==> config.mk <==
export PLATFORM = sky130hd
export DESIGN_NAME = rr_onehot_arbiter
export DESIGN_NICKNAME = d
export VERILOG_FILES = /design/src/rtl/rr_onehot_arbiter.sv
export SDC_FILE = /design/constraint.sdc
export NUM_CORES = 1
export LEC_CHECK = 0
export ABC_AREA = 1
export CAP_MARGIN = 0
export CORE_MARGIN = 8
export CORE_UTILIZATION = 45
export CTS_CLUSTER_SIZE = 28
export DETAILED_ROUTE_END_ITERATION = 16
export PLACE_DENSITY_LB_ADDON = 0.15
export SYNTH_ARGS = -nofsm -noshare
export SYNTH_HDL_FRONTEND = slang
export SYNTH_SLANG_ARGS = --single-unit
==> constraint.sdc <==
create_clock -name clock -period 9.21 [get_ports clock]
set_input_delay 2.763 -clock clock [delete_from_list [all_inputs] [get_ports clock]]
set_output_delay 2.763 -clock clock [all_outputs]
set_load 0.05 [all_outputs]
Metal 4:
Scale: 6 px per um. Supply wires on this layer in grey.
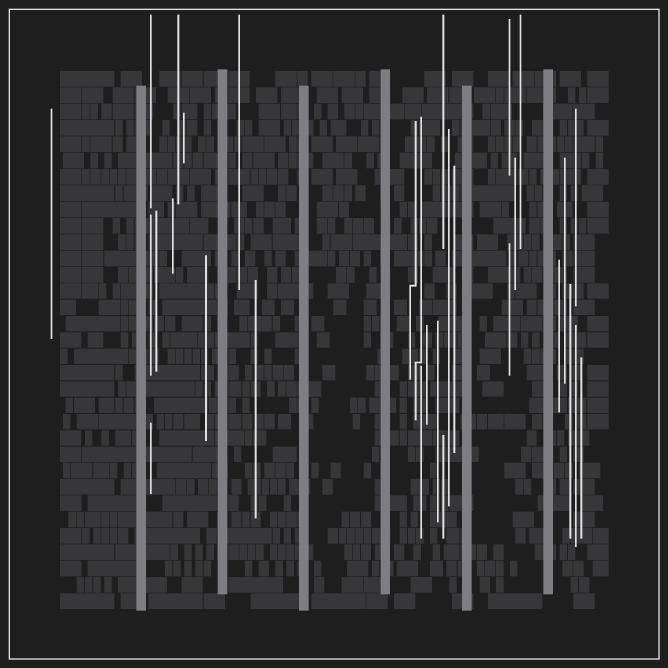
- longest straight run: 62.6 um
- wire length on this layer: 953 um
- nets with wire on the layer: 26
- share of all routed wire: 5.2%
- main direction: vertical
wire length after detailed routing: 18.4 mm
total number of vias: 5219

The clock network:
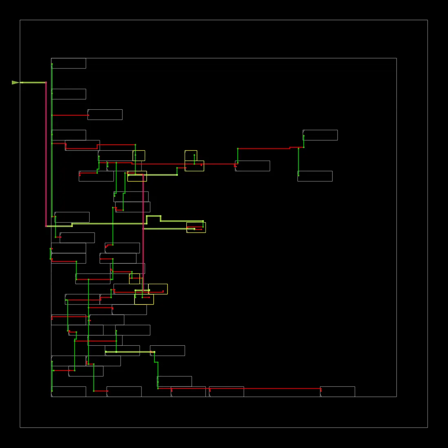
clock network power: 130 uW
number of buffers created by CTS: 5

Local utilization:
Scale: 3 px per um. The die is cut into 11 by 11 equal tiles; white is low, dark blue is high, 0 to 100% covered.
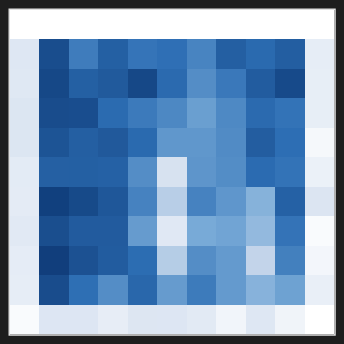
- emptiest ninth of the die: lower right
- mean over tiles: 49%
- nearly empty tiles: 9.9%
- fullest tile: 94%
- densest ninth of the die: middle left
Post-Route Utilization: 0.717
area inside the core boundary: 8220 um^2
floorplan-stage core utilization: 0.464

==> notes.md <==
Results of the run.

The net count after synthesis is 810. The post-synth area from yosys stat is 3810 um^2. The post-placement setup slack is 371 ps. Summing internal, switching and leakage power gives 2410 uW. The routed design shows a via density per instance of 5.45.

The worst VDD IR drop from the latest analysis is between 0.2 and 0.25 mV. The leakage power figure is 0.00303 uW. The post-CTS repair timing setup buffer count is 0. The later pin in the worst-skew pair is clocked with a latency of 310 ps.

STA classifies the critical path endpoint as an output port. The final layout report lists a filler cell count of between 700 and 800. The sequential share of power is 0.125. The number of cell instances on the worst register-to-register path is 19.

The run finished with clean final reports. The dominant logic cell type in the layout is sky130_fd_sc_hd__nand2_1. In this run the worst hold path is classified as reg -> reg.

After detailed placement, the design holds a cell count of about 950. The repair_antennas step left the layout with diodes totalling 0. Across the routed clock network, the largest skew measured is about 14 ps.

The finished cells cover between 5000 and 6000 um^2. For the pin with the worst max-slew slack, the measured transition is 775 ps. The leftover overflow at the end of global routing is 0.

The routed design could run at a clock period as short as 8740 ps. In this run the clock root is driven by a sky130_fd_sc_hd__clkbuf_8. Looking at the critical path, the highest net fanout was 12. The warning tally printed by Yosys for this design is 0. In the Yosys report the total cell count is 662.

The registers of the reported paths see a clock transition of 90 ps. The finished design was reported to have a net count of 1000. The total iterations of the first detailed-routing run is 7.
critical path: stages:
cell                              delay (ps)
sky130_fd_sc_hd__clkdlybuf4s50_1         690
sky130_fd_sc_hd__nor2_1                  300
sky130_fd_sc_hd__nand2_1                  70
sky130_fd_sc_hd__nor2_1                  170
sky130_fd_sc_hd__nand2_1                  70
sky130_fd_sc_hd__nor2_1                  150
sky130_fd_sc_hd__nand2_1                 120
sky130_fd_sc_hd__nor2_1                  140
sky130_fd_sc_hd__nand3b_1                100
sky130_fd_sc_hd__nand4_1                 350
sky130_fd_sc_hd__nand2_1                 100
sky130_fd_sc_hd__nor2_1                  110
sky130_fd_sc_hd__clkdlybuf4s50_1         830
power groups by stage:
stage          Sequential, uW  Clock (uW)  Combinational (uW)
6_report                  301         130                1980
5_1_grt                   308         138                2170
4_1_cts                   299         132                1940
3_5_place_dp              302           0                1940
3_3_place_gp              298           0                1900
2_1_floorplan             439           0                1200
synthesized netlist by cell type:
| master | count |
|---|---|
| sky130_fd_sc_hd__a21boi_1 | 8 |
| sky130_fd_sc_hd__a21oi_1 | 12 |
| sky130_fd_sc_hd__buf_2 | 1 |
| sky130_fd_sc_hd__buf_4 | 1 |
| sky130_fd_sc_hd__clkbuf_1 | 7 |
| sky130_fd_sc_hd__dfrtp_1 | 40 |
| sky130_fd_sc_hd__dfstp_2 | 1 |
| sky130_fd_sc_hd__ha_1 | 1 |
| sky130_fd_sc_hd__inv_1 | 55 |
| sky130_fd_sc_hd__inv_2 | 5 |
| sky130_fd_sc_hd__nand2_1 | 208 |
| sky130_fd_sc_hd__nand2_2 | 12 |
| sky130_fd_sc_hd__nand2_4 | 9 |
| sky130_fd_sc_hd__nand3_1 | 133 |
| sky130_fd_sc_hd__nand3b_1 | 2 |
| sky130_fd_sc_hd__nand4_1 | 11 |
| sky130_fd_sc_hd__nor2_1 | 121 |
| sky130_fd_sc_hd__nor2_2 | 6 |
| sky130_fd_sc_hd__nor2_4 | 2 |
| sky130_fd_sc_hd__nor2_8 | 1 |
| sky130_fd_sc_hd__nor3_1 | 1 |
| sky130_fd_sc_hd__nor3b_1 | 1 |
| sky130_fd_sc_hd__nor4_1 | 1 |
| sky130_fd_sc_hd__o211ai_2 | 1 |
| sky130_fd_sc_hd__o21ai_0 | 15 |
| sky130_fd_sc_hd__o21ai_1 | 2 |
| sky130_fd_sc_hd__or2_1 | 1 |
| sky130_fd_sc_hd__or2_2 | 4 |
repair_timing:
action	4_1_cts	5_1_grt
resized	0	1
setup endpoints to repair	0	1
hold buffers	0	0
routing by layer:
layer	vias up	track usage	routed length [um]
met5	-	0	0
met4	0	0.167	953
met3	63	0.0898	2190
met2	293	0.469	8050
met1	2351	0.381	7220
li1	2512	-	-
final cells by class:
type	count	area (um^2)	area share
inverter	60	225	0.0382
multi-input combinational	552	2520	0.428
clock inverter	3	25.0	0.00425
timing repair buffer	192	1890	0.321
tap	105	131	0.0223
sequential	41	1030	0.174
clock buffer	5	68.8	0.0117
kinds of logic after synthesis:
kind of cell	after synthesis	synth area share
adder cells (fa/ha/maj)	1	0.00328
AND/OR/NAND/NOR	513	0.601
AND-OR/OR-AND	38	0.0571
flip-flops	41	0.269
buffers and inverters	69	0.0693
Power and IR drop assume default switching activity.
